--- src/rtl/param_cache_if.sv ---
// CPU, snoop and memory-side signals of param_cache bundled as one interface.
// The cache uses the slave modport; the CPU/controller side uses master.
interface param_cache_if #(
    parameter int unsigned ADDR_WIDTH     = 16,
    parameter int unsigned DATA_WIDTH     = 8,
    parameter int unsigned WORDS_PER_LINE = 2,
    parameter int unsigned STATS_WIDTH    = 16
);
    localparam int unsigned LINE_WIDTH = DATA_WIDTH * WORDS_PER_LINE;
    localparam int unsigned REQ_WIDTH  = 1 + DATA_WIDTH + ADDR_WIDTH;

    logic [REQ_WIDTH-1:0]   cpu_request;
    logic                   cpu_request_ready;
    logic                   cpu_busy;
    logic [ADDR_WIDTH-1:0]  invalidate_address;
    logic                   invalidate_valid;
    logic [REQ_WIDTH-1:0]   memory_request;
    logic                   memory_request_ready;
    logic [LINE_WIDTH-1:0]  memory_response;
    logic                   memory_response_ready;
    logic [DATA_WIDTH-1:0]  data_out;
    logic                   data_out_ready;
    logic [STATS_WIDTH-1:0] hit_count;
    logic [STATS_WIDTH-1:0] miss_count;

    modport slave (
        input  cpu_request, cpu_request_ready, invalidate_address, invalidate_valid,
               memory_response, memory_response_ready,
        output cpu_busy, memory_request, memory_request_ready, data_out, data_out_ready,
               hit_count, miss_count
    );

    modport master (
        output cpu_request, cpu_request_ready, invalidate_address, invalidate_valid,
               memory_response, memory_response_ready,
        input  cpu_busy, memory_request, memory_request_ready, data_out, data_out_ready,
               hit_count, miss_count
    );
endinterface

--- src/rtl/param_cache.sv ---
// Direct-mapped, write-through, no-write-allocate cache with snoop invalidation.
// Define CACHE_STATS_EN to enable saturating hit/miss counters.
module param_cache #(
    parameter int unsigned ADDR_WIDTH     = 16,
    parameter int unsigned DATA_WIDTH     = 8,
    parameter int unsigned WORDS_PER_LINE = 2,
    parameter int unsigned LINE_COUNT     = 128,
    parameter int unsigned STATS_WIDTH    = 16
) (
    input logic          clock,
    input logic          reset,
    param_cache_if.slave cache_io
);
    localparam int unsigned OFFSET_BITS = $clog2(WORDS_PER_LINE);
    localparam int unsigned INDEX_BITS  = $clog2(LINE_COUNT);
    localparam int unsigned TAG_BITS    = ADDR_WIDTH - INDEX_BITS - OFFSET_BITS;
    localparam int unsigned REQ_WIDTH   = 1 + DATA_WIDTH + ADDR_WIDTH;

    typedef logic [WORDS_PER_LINE-1:0][DATA_WIDTH-1:0] line_t;
    typedef enum logic [1:0] {StIdle, StLookup, StReadWait, StWriteWait} state_e;

    state_e                state_q, state_d;
    logic [REQ_WIDTH-1:0]  req_q, req_d;
    logic [LINE_COUNT-1:0] valid_q, valid_d;
    logic                  fill_kill_q, fill_kill_d;
    logic [REQ_WIDTH-1:0]  mem_req_q, mem_req_d;
    logic                  mem_req_valid_q, mem_req_valid_d;
    logic [DATA_WIDTH-1:0] data_out_q, data_out_d;
    logic                  data_out_valid_q, data_out_valid_d;

    logic [TAG_BITS-1:0]   tag_q [LINE_COUNT];
    line_t                 line_q [LINE_COUNT];

    logic                   req_write;
    logic [DATA_WIDTH-1:0]  req_data;
    logic [ADDR_WIDTH-1:0]  req_addr;
    logic [TAG_BITS-1:0]    req_tag, inv_tag;
    logic [INDEX_BITS-1:0]  req_idx, inv_idx;
    logic [OFFSET_BITS-1:0] req_off;
    logic                   inv_hit, inv_req_match, lookup_hit;
    logic                   fill_en, write_en;
    line_t                  resp_line;

    assign {req_write, req_data, req_addr} = req_q;
    assign req_tag   = req_addr[ADDR_WIDTH-1 -: TAG_BITS];
    assign req_idx   = req_addr[OFFSET_BITS +: INDEX_BITS];
    assign req_off   = req_addr[OFFSET_BITS-1:0];
    assign inv_tag   = cache_io.invalidate_address[ADDR_WIDTH-1 -: TAG_BITS];
    assign inv_idx   = cache_io.invalidate_address[OFFSET_BITS +: INDEX_BITS];
    assign resp_line = line_t'(cache_io.memory_response);

    assign inv_hit = cache_io.invalidate_valid && valid_q[inv_idx] && (tag_q[inv_idx] == inv_tag);
    // Snoop aimed at the line currently being fetched, which is not yet resident.
    assign inv_req_match = cache_io.invalidate_valid && (inv_idx == req_idx) && (inv_tag == req_tag);
    // A same-cycle invalidate of the looked-up line wins over the hit.
    assign lookup_hit = valid_q[req_idx] && (tag_q[req_idx] == req_tag) &&
                        !(inv_hit && (inv_idx == req_idx));

    always_comb begin
        state_d          = state_q;
        req_d            = req_q;
        valid_d          = valid_q;
        fill_kill_d      = fill_kill_q;
        mem_req_d        = mem_req_q;
        mem_req_valid_d  = mem_req_valid_q;
        data_out_d       = data_out_q;
        data_out_valid_d = 1'b0;
        fill_en          = 1'b0;
        write_en         = 1'b0;

        if (inv_hit) valid_d[inv_idx] = 1'b0;

        unique case (state_q)
            StIdle: begin
                if (cache_io.cpu_request_ready) begin
                    req_d   = cache_io.cpu_request;
                    state_d = StLookup;
                end
            end
            StLookup: begin
                fill_kill_d = 1'b0;
                if (req_write) begin
                    write_en        = lookup_hit;
                    mem_req_d       = req_q;
                    mem_req_valid_d = 1'b1;
                    state_d         = StWriteWait;
                end else if (lookup_hit) begin
                    data_out_d       = line_q[req_idx][req_off];
                    data_out_valid_d = 1'b1;
                    state_d          = StIdle;
                end else begin
                    mem_req_d       = {1'b0, {DATA_WIDTH{1'b0}}, req_addr};
                    mem_req_valid_d = 1'b1;
                    state_d         = StReadWait;
                end
            end
            StReadWait: begin
                if (inv_req_match) fill_kill_d = 1'b1;
                if (cache_io.memory_response_ready) begin
                    fill_en          = 1'b1;
                    valid_d[req_idx] = !(fill_kill_q || inv_req_match ||
                                         (inv_hit && (inv_idx == req_idx)));
                    data_out_d       = resp_line[req_off];
                    data_out_valid_d = 1'b1;
                    mem_req_valid_d  = 1'b0;
                    state_d          = StIdle;
                end
            end
            StWriteWait: begin
                if (cache_io.memory_response_ready) begin
                    data_out_valid_d = 1'b1;
                    mem_req_valid_d  = 1'b0;
                    state_d          = StIdle;
                end
            end
            default: state_d = StIdle;
        endcase
    end

    always_ff @(posedge clock) begin
        if (reset) begin
            state_q          <= StIdle;
            req_q            <= '0;
            valid_q          <= '0;
            fill_kill_q      <= 1'b0;
            mem_req_q        <= '0;
            mem_req_valid_q  <= 1'b0;
            data_out_q       <= '0;
            data_out_valid_q <= 1'b0;
        end else begin
            state_q          <= state_d;
            req_q            <= req_d;
            valid_q          <= valid_d;
            fill_kill_q      <= fill_kill_d;
            mem_req_q        <= mem_req_d;
            mem_req_valid_q  <= mem_req_valid_d;
            data_out_q       <= data_out_d;
            data_out_valid_q <= data_out_valid_d;
        end
    end

    // Tag/data arrays need no reset; residency is governed by valid_q alone.
    always_ff @(posedge clock) begin
        if (fill_en) begin
            tag_q[req_idx]  <= req_tag;
            line_q[req_idx] <= resp_line;
        end else if (write_en) begin
            line_q[req_idx][req_off] <= req_data;
        end
    end

    assign cache_io.cpu_busy             = (state_q != StIdle);
    assign cache_io.memory_request       = mem_req_q;
    assign cache_io.memory_request_ready = mem_req_valid_q;
    assign cache_io.data_out             = data_out_q;
    assign cache_io.data_out_ready       = data_out_valid_q;

`ifdef CACHE_STATS_EN
    logic [STATS_WIDTH-1:0] hit_count_q, hit_count_d;
    logic [STATS_WIDTH-1:0] miss_count_q, miss_count_d;
    logic                   lookup_done;

    assign lookup_done = (state_q == StLookup);

    always_comb begin
        hit_count_d  = hit_count_q;
        miss_count_d = miss_count_q;
        if (lookup_done && lookup_hit && (hit_count_q != '1)) hit_count_d = hit_count_q + 1'b1;
        if (lookup_done && !lookup_hit && (miss_count_q != '1)) miss_count_d = miss_count_q + 1'b1;
    end

    always_ff @(posedge clock) begin
        if (reset) begin
            hit_count_q  <= '0;
            miss_count_q <= '0;
        end else begin
            hit_count_q  <= hit_count_d;
            miss_count_q <= miss_count_d;
        end
    end

    assign cache_io.hit_count  = hit_count_q;
    assign cache_io.miss_count = miss_count_q;
`else
    assign cache_io.hit_count  = {STATS_WIDTH{1'b0}};
    assign cache_io.miss_count = {STATS_WIDTH{1'b0}};
`endif
endmodule

--- src/flat_wrapper.sv ---
// flat-port wrapper written by rule: the top's interface ports become plain ports
module param_cache_flat 
#(
    parameter int unsigned ADDR_WIDTH     = 16,
    parameter int unsigned DATA_WIDTH     = 8,
    parameter int unsigned WORDS_PER_LINE = 2,
    parameter int unsigned LINE_COUNT     = 128,
    parameter int unsigned STATS_WIDTH    = 16
)
  (clock, reset, cache_io_cpu_request, cache_io_cpu_request_ready, cache_io_invalidate_address, cache_io_invalidate_valid, cache_io_memory_response, cache_io_memory_response_ready, cache_io_cpu_busy, cache_io_memory_request, cache_io_memory_request_ready, cache_io_data_out, cache_io_data_out_ready, cache_io_hit_count, cache_io_miss_count);
  param_cache_if #(.ADDR_WIDTH(ADDR_WIDTH), .DATA_WIDTH(DATA_WIDTH), .WORDS_PER_LINE(WORDS_PER_LINE), .STATS_WIDTH(STATS_WIDTH)) cache_io_i ();
  input logic clock;
  input logic reset;
  input wire logic [$bits(cache_io_i.cpu_request)-1:0] cache_io_cpu_request;
  input wire logic [$bits(cache_io_i.cpu_request_ready)-1:0] cache_io_cpu_request_ready;
  input wire logic [$bits(cache_io_i.invalidate_address)-1:0] cache_io_invalidate_address;
  input wire logic [$bits(cache_io_i.invalidate_valid)-1:0] cache_io_invalidate_valid;
  input wire logic [$bits(cache_io_i.memory_response)-1:0] cache_io_memory_response;
  input wire logic [$bits(cache_io_i.memory_response_ready)-1:0] cache_io_memory_response_ready;
  output wire logic [$bits(cache_io_i.cpu_busy)-1:0] cache_io_cpu_busy;
  output wire logic [$bits(cache_io_i.memory_request)-1:0] cache_io_memory_request;
  output wire logic [$bits(cache_io_i.memory_request_ready)-1:0] cache_io_memory_request_ready;
  output wire logic [$bits(cache_io_i.data_out)-1:0] cache_io_data_out;
  output wire logic [$bits(cache_io_i.data_out_ready)-1:0] cache_io_data_out_ready;
  output wire logic [$bits(cache_io_i.hit_count)-1:0] cache_io_hit_count;
  output wire logic [$bits(cache_io_i.miss_count)-1:0] cache_io_miss_count;
  assign cache_io_i.cpu_request = cache_io_cpu_request;
  assign cache_io_i.cpu_request_ready = cache_io_cpu_request_ready;
  assign cache_io_i.invalidate_address = cache_io_invalidate_address;
  assign cache_io_i.invalidate_valid = cache_io_invalidate_valid;
  assign cache_io_i.memory_response = cache_io_memory_response;
  assign cache_io_i.memory_response_ready = cache_io_memory_response_ready;
  assign cache_io_cpu_busy = cache_io_i.cpu_busy;
  assign cache_io_memory_request = cache_io_i.memory_request;
  assign cache_io_memory_request_ready = cache_io_i.memory_request_ready;
  assign cache_io_data_out = cache_io_i.data_out;
  assign cache_io_data_out_ready = cache_io_i.data_out_ready;
  assign cache_io_hit_count = cache_io_i.hit_count;
  assign cache_io_miss_count = cache_io_i.miss_count;
  param_cache #(.ADDR_WIDTH(ADDR_WIDTH), .DATA_WIDTH(DATA_WIDTH), .WORDS_PER_LINE(WORDS_PER_LINE), .LINE_COUNT(LINE_COUNT), .STATS_WIDTH(STATS_WIDTH)) u_core (.clock(clock), .reset(reset), .cache_io(cache_io_i));
endmodule
--- config.mk ---
export PLATFORM = sky130hd
export DESIGN_NAME = param_cache_flat
export DESIGN_NICKNAME = d
export VERILOG_FILES = /design/src/rtl/param_cache_if.sv /design/src/rtl/param_cache.sv /design/src/flat_wrapper.sv
export SDC_FILE = /design/constraint.sdc
export NUM_CORES = 2
export LEC_CHECK = 0
export CORE_AREA = 2 2 505 507
export CTS_CLUSTER_DIAMETER = 40
export DETAILED_ROUTE_END_ITERATION = 16
export DIE_AREA = 0 0 507 509
export PLACE_DENSITY = 0.71
export SYNTH_ARGS = -nofsm -noshare
export SYNTH_HDL_FRONTEND = slang
export SYNTH_SLANG_ARGS = --single-unit
--- constraint.sdc ---
create_clock -name clock -period 8.6 [get_ports clock]
set_clock_uncertainty 0.05 [all_clocks]
set_input_delay 2.58 -clock clock [delete_from_list [all_inputs] [get_ports clock]]
set_output_delay 2.58 -clock clock [all_outputs]
set_load 0.01 [all_outputs]
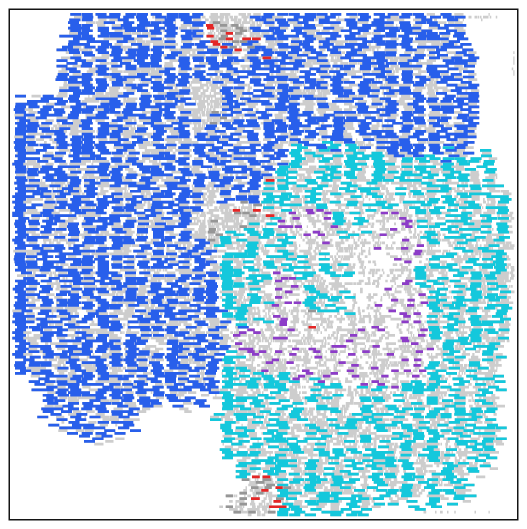
(images/flops_by_reg.png)
Drawn at 1 px/um. Other sequential cells in the stronger grey, the rest of the logic in the fainter grey.
Cyan shows u_core.tag_q, sequential cells 1024. Blue shows u_core.line_q, sequential cells 2048, where widely spread. Red shows u_core.req_q, sequential cells 25. Purple shows u_core.valid_q, sequential cells 128.
Another 45 sequential cells are not coloured.

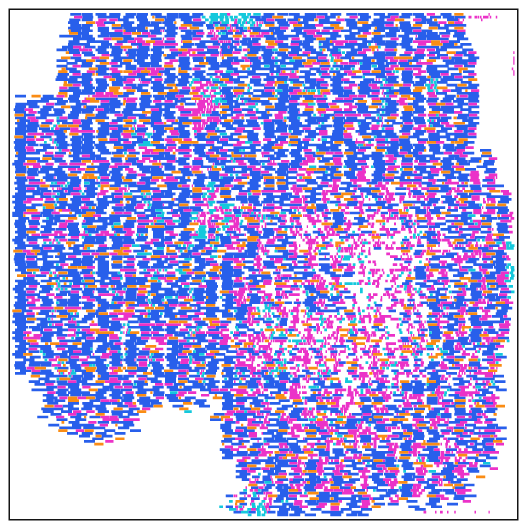
(images/placement_by_type.png)
Drawn at 1 px/um.
Blue shows sequential cells, cells 3270. Orange shows clock drivers and dummy loads, cells 811. Magenta shows combinational and other logic, cells 3536. Cyan shows remaining buffers and delay cells, cells 772.

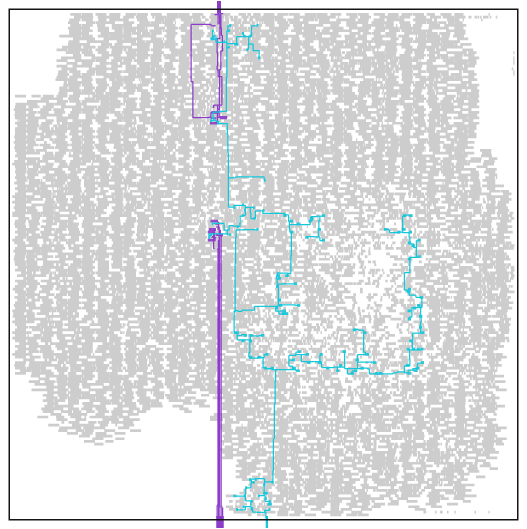
(images/io_fan.png)
Drawn at 1 px/um.
Cyan shows reset, direction input, end cells 142, buffers 2, wire 2080 um. Purple shows cache_io_data_out, direction output, end cells 8, buffers 8, wire 1900 um.

==> Slide: Implementation Results <==
Run Summary

Run status
  – Run status: finished, final reports clean

Hold path
  – Hold path startpoint: u_core.cache_io.memory_request_ready
  – Worst hold-check path type: reg -> reg
  – Hold Path End: u_core.cache_io.memory_request_ready

Place
  – Placed wire-length estimate: 276000 um
  – Number of buffers inserted by port buffering: ~96
  – Placer congestion estimate: ~1.0

Logic synthesis
  – Share of synthesized area occupied by flip-flops and latches: 69.5%
  – Cell type with the largest total area: edfxtp_1
  – Fraction of synthesized cell area taken by the top area cell type: roughly 67%
  – Top cell types by occurrence after synthesis: edfxtp_1 (3072), mux4_2 (1044), nor2_1 (514)
  – AND-OR/OR-AND share of the synthesized area: a little over 5%
  – MUX area fraction: around a fifth
  – Flip-flop cell with the highest count after synthesis: edfxtp_1
  – Area fraction in full adders, half adders and majority gates: 0%
  – Yosys stat area: between 100000 and 150000 um^2
  – Area fraction in and, or, nand and nor cells: about 3.2%
  – Most repeated cell in the gate-level netlist after synthesis: edfxtp_1
  – XOR-XNOR Cells, Area Fraction: less than 1%
  – Dominant cells by area after synthesis: edfxtp_1 (67%), mux4_2 (17%), dfxtp_1 (2.9%), mux2i_1 (1.8%), nor2_1 (1.4%)

Clock tree
  – CTS hold repair buffers: 0
  – Number of H-tree levels: 5
  – Clock sink total: approximately 3300
  – Num CTS Buffers: 445
  – Number of setup buffers added after CTS: 0
  – Clock tree root buffer cell: clkbuf_16
  – Clock slew at the register clock pins of the worst setup and hold paths: approximately 0.06 ns

Setup path
  – Maximum single-stage delay on the critical path: roughly 0.96 ns
  – Slowest CP cell: nor2b_4
  – Worst Reg2Reg Path Length in Cells: 14
  – Crit path buffers/inverters: 5
  – Startpoint of the most critical setup path: cache_io_invalidate_address[2]
  – CP Capture Point: u_core.line_q[105][5]
  – Critical path required time: 9.26 ns

Finish
  – Number of inserted filler cells in the final layout: between 15000 and 20000
  – Repair and plain buffers: approximately 770
  – Count of sequential standard cells: 3270
  – Area of combinational cells with multiple inputs: around 40000 um^2
  – Sequential share of cell area: approximately three fifths
  – Post-layout nets: about 8100
  – Logic share of the area: between 20% and 30%
  – Register bank with the most flops: u_core.line_q
  – Count of multi-input gates: about 3400

Floorplan
  – Die Size: approximately 260000 um^2
  – Die Width: ~510 um
  – Effective utilization at floorplan: 54.7%

Power and ir drop
  – Power per unit of standard cell area: approximately 240 nW/um^2
  – Relative contribution of combinational cells to total power: 7.0%
  – Switching pwr: about 9 mW
  – Sequential Power: roughly 18 mW
  – Largest Pwr Group: the clock network

Global routing
  – Met3 track utilization from global routing: 10.5%
  – Vias in the first global route: between 80000 and 90000
  – GRT Resource Usage Total: 33.9%
  – Largest net degree at the start of global routing: around 150
  – Number of antenna violations at the first check in global routing: 29
  – Routing usage on met2: between 50% and 60%
  – Wire length of the first global-routing pass: about 620000 um

Routing
  – Number of routed nets with antenna violations: 0
  – Starting DRC count in detailed routing: roughly 14000
  – DRC violation count after routing: 0
  – Wire length on met3: 57800 um

Run
  – Tally of OpenROAD warnings: between 40 and 50
  – Max-cap viol count: 0

Final timing
  – Min Clock Period, post-route: roughly 7.6 ns
  – Maximum clock frequency: about 0.13 GHz
## per-stage QoR
step	instance area (um^2)	cells	utilization, %	total power, mW	worst slack, ns
2_1_floorplan	139000	7396	-	19.4	1.63
3_3_place_gp	147000	10900	58.3	20.4	0.579
3_5_place_dp	147000	10900	58.3	20.5	0.580
4_1_cts	162000	11800	64.3	38.8	1.54
5_1_grt	163000	11800	64.3	39.6	1.16
6_report	163000	11800	64.3	38.8	1.02
## layout by cell type (no fill, tap or decap), types with 99 or more instances in the layout
master / synthesis / layout
a21oi_1: 99 / 99
nor2_1: 514 / 495
mux4_2: 1044 / 1044
edfxtp_1: 3072 / 3072
buf_4: 51 / 601
dfxtp_1: 198 / 180
a221oi_1: 173 / 173
mux2i_1: 247 / 247
clkbuf_16: 0 / 451
nand2_1: 272 / 272
No activity file was given, so power comes from the tool's default toggle rates.
